**Clock network drawn from the DEF**

(3 px per um)
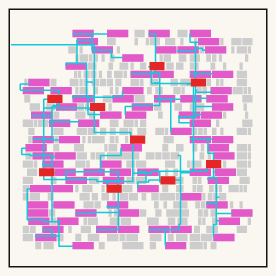
**Selected gate families**

(3 px per um)
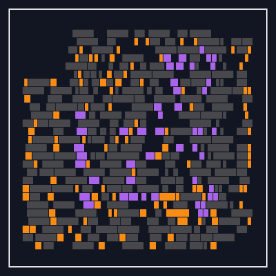
**Metal layers overlaid**

(6 px per um)
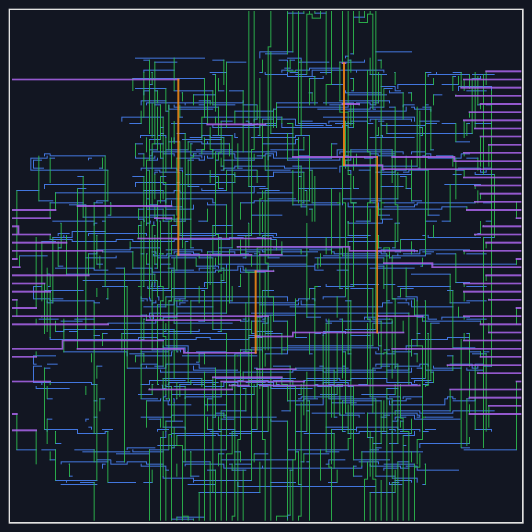
**Clock wiring as the flow saved it**

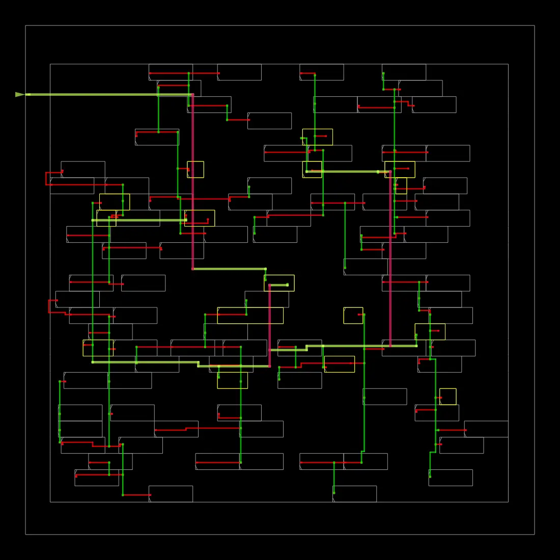
**Supply network**

(4 px per um) Pins as bars on the die edge.
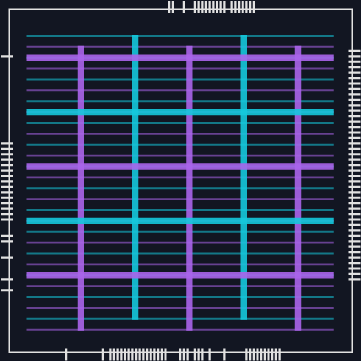
`config.mk`:
```
export PLATFORM = sky130hd
export DESIGN_NAME = mem_io_bridge
export DESIGN_NICKNAME = d
export VERILOG_FILES = /design/src/rtl/mem_io_bridge.sv
export SDC_FILE = /design/constraint.sdc
export NUM_CORES = 1
export LEC_CHECK = 0
export CAP_MARGIN = 20
export CORE_MARGIN = 4
export CORE_UTILIZATION = 60
export DETAILED_ROUTE_END_ITERATION = 10
export DONT_BUFFER_PORTS = 1
export PLACE_DENSITY_LB_ADDON = 0.1
export SYNTH_ARGS = -nofsm -noshare
export SYNTH_HDL_FRONTEND = slang
export SYNTH_SLANG_ARGS = --single-unit
```
`constraint.sdc`:
```
create_clock -name clk -period 2.9 [get_ports clk]
set_clock_uncertainty 0.2 [all_clocks]
set_input_delay 0.435 -clock clk [delete_from_list [all_inputs] [get_ports clk]]
set_output_delay 0.435 -clock clk [all_outputs]
set_load 0.01 [all_outputs]
```
`src/rtl/mem_io_bridge.sv`:
```
// mem_io_bridge: decodes simpleRISC memory commands onto a 256-word synchronous
// RAM and a small I/O window (LED, HEX, switches, cycle counter), returning
// read data with a single-cycle ready pulse one cycle after acceptance.
module mem_io_bridge #(
    parameter int         DATA_W   = 16,
    parameter logic [8:0] LED_ADDR = 9'h100,
    parameter logic [8:0] HEX_ADDR = 9'h120,
    parameter logic [8:0] SW_ADDR  = 9'h140,
    parameter logic [8:0] CNT_ADDR = 9'h180
) (
    input  logic              clk,
    input  logic              reset,
    input  logic [1:0]        mem_cmd,
    input  logic [8:0]        mem_addr,
    input  logic [DATA_W-1:0] cpu_wdata,
    output logic [DATA_W-1:0] cpu_rdata,
    output logic              mem_ready,
    output logic [7:0]        ram_addr,
    output logic              ram_we,
    output logic [DATA_W-1:0] ram_wdata,
    input  logic [DATA_W-1:0] ram_rdata,
    input  logic [7:0]        sw_in,
    output logic [7:0]        ledr_out,
    output logic [15:0]       hex_out
);

    typedef enum logic {
        S_IDLE = 1'b0,
        S_RESP = 1'b1
    } state_t;

    state_t              r_state;
    state_t              w_next;
    logic                w_accept;
    logic                w_ready;
    logic                w_cmd_valid;
    logic                w_is_wr;
    logic                w_io;
    logic                w_cnt_clr;
    logic [DATA_W-1:0]   w_io_rdata;

    logic                r_rd;
    logic                r_rd_io;
    logic [7:0]          r_ram_addr;
    logic [DATA_W-1:0]   r_io_rdata;
    logic [7:0]          r_sw_meta;
    logic [7:0]          r_sw_sync;
    logic [7:0]          r_led;
    logic [15:0]         r_hex;
    logic [15:0]         r_cnt;

    assign w_cmd_valid = (mem_cmd == 2'b01) || (mem_cmd == 2'b10);
    assign w_is_wr     = (mem_cmd == 2'b10);
    assign w_io        = mem_addr[8];
    assign w_cnt_clr   = w_accept && w_is_wr && (mem_addr == CNT_ADDR);

    // FSM state register; reset always returns to IDLE, even mid-response
    always_ff @(posedge clk) begin
        if (reset) r_state <= S_IDLE;
        else       r_state <= w_next;
    end

    // Next state, accept strobe and ready pulse; reset masks both strobes
    always_comb begin
        w_next   = r_state;
        w_accept = 1'b0;
        w_ready  = 1'b0;
        case (r_state)
            S_IDLE: begin
                if (!reset && w_cmd_valid) begin
                    w_accept = 1'b1;
                    w_next   = S_RESP;
                end
            end
            S_RESP: begin
                w_ready = !reset;
                w_next  = S_IDLE;
            end
            default: w_next = S_IDLE;
        endcase
    end

    // I/O read mux, captured into r_io_rdata at the accept edge
    always_comb begin
        w_io_rdata = '0;
        case (mem_addr)
            SW_ADDR:  w_io_rdata = DATA_W'(r_sw_sync);
            CNT_ADDR: w_io_rdata = DATA_W'(r_cnt);
            LED_ADDR: w_io_rdata = DATA_W'(r_led);
            HEX_ADDR: w_io_rdata = DATA_W'(r_hex);
            default:  w_io_rdata = '0;
        endcase
    end

    // Response data: RAM data arrives one cycle after the address, I/O data is registered
    always_comb begin
        cpu_rdata = '0;
        if (w_ready && r_rd) cpu_rdata = r_rd_io ? r_io_rdata : ram_rdata;
    end

    assign mem_ready = w_ready;
    assign ram_we    = w_accept && w_is_wr && !w_io;
    assign ram_addr  = w_accept ? mem_addr[7:0] : r_ram_addr;
    assign ram_wdata = cpu_wdata;
    assign ledr_out  = r_led;
    assign hex_out   = r_hex;

    // Two-flop switch synchroniser and free-running counter (clear beats increment)
    always_ff @(posedge clk) begin
        if (reset) begin
            r_sw_meta <= '0;
            r_sw_sync <= '0;
            r_cnt     <= '0;
        end else begin
            r_sw_meta <= sw_in;
            r_sw_sync <= r_sw_meta;
            r_cnt     <= w_cnt_clr ? 16'd0 : r_cnt + 16'd1;
        end
    end

    // Per-transaction capture and I/O register writes at the accept edge
    always_ff @(posedge clk) begin
        if (reset) begin
            r_rd       <= 1'b0;
            r_rd_io    <= 1'b0;
            r_ram_addr <= '0;
            r_io_rdata <= '0;
            r_led      <= '0;
            r_hex      <= '0;
        end else if (w_accept) begin
            r_ram_addr <= mem_addr[7:0];
            r_rd       <= !w_is_wr;
            r_rd_io    <= w_io;
            if (!w_is_wr) r_io_rdata <= w_io_rdata;
            if (w_is_wr && (mem_addr == LED_ADDR)) r_led <= cpu_wdata[7:0];
            if (w_is_wr && (mem_addr == HEX_ADDR)) r_hex <= cpu_wdata[15:0];
        end
    end

endmodule

```
==> GITHUB_STEP_SUMMARY <==
## PnR job results

| Metric | Value |
|---|---|
| Result of the run | finished, final reports clean |
| Cell count listed in synth_stat.txt | approximately 380 |
| Final critical-path setup slack | 0.491 ns |
| Biggest fanout along the worst timing path | 16 |
| Max-slew violations | 0 |
| Worst Max-Slew Pin Slew | approximately 0.95 ns |
| Post-synth design cell area | about 3600 sq um |
| Hold-fix buffers at CTS | 6 |
| Post-placement worst setup slack | roughly 0.33 ns |
| Area overhead of the layout relative to synthesis | 5.26% |
| Clock Network Area Fraction | 0.0530 |
| Capturing instance or port of the critical path | cpu_rdata[14] |
| Total number of nets in the final design | approximately 420 |
| Met3 Routed Length | 853 um |
| Unrepaired setup endpoints after global routing | false |
| Initial antenna violation count | 0 |
| Met2 track demand over resource | 0.343 |
| DRC violations left | 0 |
| TritonCTS clock tree | done |
| Critical path's largest stage delay | about 0.43 ns |
| Count of instances resized after the clock tree is built | 0 |
| Met1 routed wirelength after detailed routing | around 3300 um |
| Overall die width | around 85 um |
| Critical path's slowest cell | dfxtp_1 |
| Estimated wirelength of the detail-placed design | ~5700 um |
| Element type at the critical path start | flip-flop |
| Storage element area | about 1700 sq um |
| Fraction of synthesized cell area taken by the top area cell type | 0.463 |
| Met3 layer usage reported by global route | 0.0971 |
| Ranking of synthesized cells by area | dfxtp_1 46%, mux2i_1 11%, nor2_1 6.6%, nor2b_1 5.2%, buf_4 3.3% |
| Area used by multi-input combinational logic | ~1700 sq um |
| Busiest metal layer after global routing | met2 |
| Depth of the worst hold-timing path | 1 |
| Yosys adder share | 0.00697 |
| FF+latch count, synth | between 80 and 90 |
| Aggregate negative setup slack | 0 ns |
| Row count | 27 |
| Xor/xnor share of the synthesized area | 0.0317 |
| Vias in the first global route | between 2000 and 2500 |
| Compound Share, Synth | 0.0962 |
| Worst hold slack across all endpoints | 0.0118 ns |
| Hold endpoint | r_sw_meta[1]$_SDFF_PP0_ |
| Fraction of cell area in non-clock buffers | 0.0285 |
| Cell class ranked first by area | logic gates |
| Count of antenna diodes in the layout | 0 |
| Met2 routed WL | 3590 um |
| Routed WL per cell | roughly 18 um |
| Share of total power in combinational logic | 0.064 |
| Uppermost layer routed | met4 |
| Slack of the worst reg-to-reg path | 0.70 ns |
| Startpoint of the worst hold path | sw_in[1] |
| Origin of the critical flop-to-flop path | r_state$_SDFF_PP0_ |
| CTS clk-pin slew, worst paths | approximately 0.08 ns |
| Count of nets left with antenna violations after detail routing | 0 |
| Maximum frequency from static timing analysis | between 400 and 500 MHz |
| Root Driver | clkbuf_8 |
| Share of the core filled with cells | 0.670 |
| Cell types with the highest counts after synthesis | 83 x dfxtp_1, 63 x nor2_1, 40 x mux2i_1 |
| Final Cycle Share | 0.831 |
| Net Sw Power | slightly above 0.5 mW |
| Number of I/O pins | approximately 120 |
| YS warnings | 0 |
| Critical path data required time | around 2.3 ns |
| Area of the core | between 5000 and 6000 sq um |
| Mapped Nets | 439 |
| Initial Utilization | 0.637 |
| MI comb cells | between 200 and 300 |
| Net switching fraction of the power | 0.238 |
| Weighted congestion reported at the end of routability-driven placement | approximately 0.8 |
| Kind of capture point of the worst setup path | primary output |
| Leakage power summed over all cells | between 1 and 1.5 nW |
| Final setup fails | 0 |
| Power density normalized to cell area | ~570 nW/um^2 |
| First-pass iteration count of the detailed router | 4 |
| Netlist cell types | 38 |
| Comb area leader | simple AND/OR/NAND/NOR gates |
| Worst R2R End | hex_out[3]$_SDFFE_PP0P_ |
| R2R cell count | 5 |
| CTS HTree Levels | 3 |
| Path type of the worst min-delay path | in -> reg |
| Post-CTS setup-driven buffer insertion count | 0 |
Notes on 'clock network drawn from the DEF' above:
Key: magenta = flip-flops [count 83]; red = clock-net drivers [count 9]; cyan = clock wires [length 869 um]
Position of the flops: spread over the die. There are 10 routed clock nets.
clock group total power: 0.818 mW
later-pin clock latency in the skew report: 0.36 ns
clock network power share: 0.383

Notes on 'selected gate families' above:
Key: orange = nor cells [cells 101, most used nor2_1, where spread over the die]; purple = aoi and oai cells [cells 48, most used o21ai_0]
final non-filler cell total: 444
multi-input gate share of total cell area: 0.451
most frequent logic cell in the layout: dfxtp_1

Notes on 'metal layers overlaid' above:
Key: green = M2 [wire length 3590 um]; blue = M1 [wire length 3280 um]; purple = M3 [wire length 853 um]; orange = M4 [wire length 89.1 um]
total wire length: 7810 um
number of vias after detailed routing: 2561
aggregate global-route resource usage: 0.220

Notes on 'clock wiring as the flow saved it' above:
count of clock tree sinks: 83
clock buffers: 9
total clock buffers created by CTS: 9
total number of sequential cells: 83

Notes on 'supply network' above:
Key: cyan = VDD; purple = VSS
119 signal pins sit on the boundary. 5 straps on met4. 28 met1 rails follow the rows. 5 straps on met5. The core has 27 rows.
Die H: 85.4 um
VDD IR-drop max: 0.415 mV

-- flip-flops by register name, indices dropped and copies added, names as in the netlist --
name / cells
r_ram_addr: 8
r_rd: 1
ledr_out: 8
r_state: 1
r_io_rdata: 16
r_rd_io: 1
hex_out: 16
r_sw_sync: 8
r_sw_meta: 8
r_cnt: 16
-- metrics by stage --
stage | total power, mW | instances
6_report | 2.14 | 444
5_1_grt | 2.23 | 444
4_1_cts | 2.15 | 444
3_5_place_dp | 1.33 | 422
3_3_place_gp | 1.33 | 422
2_1_floorplan | 1.34 | 384
-- power groups by stage --
stage	registers [mW]	logic [mW]	clock network, mW
floorplan	1.20	0.148	0
global placement	1.21	0.117	0
detailed placement	1.21	0.119	0
CTS	1.18	0.138	0.833
global route	1.19	0.153	0.894
finish	1.18	0.137	0.818
No activity file was given, so power comes from the tool's default toggle rates.
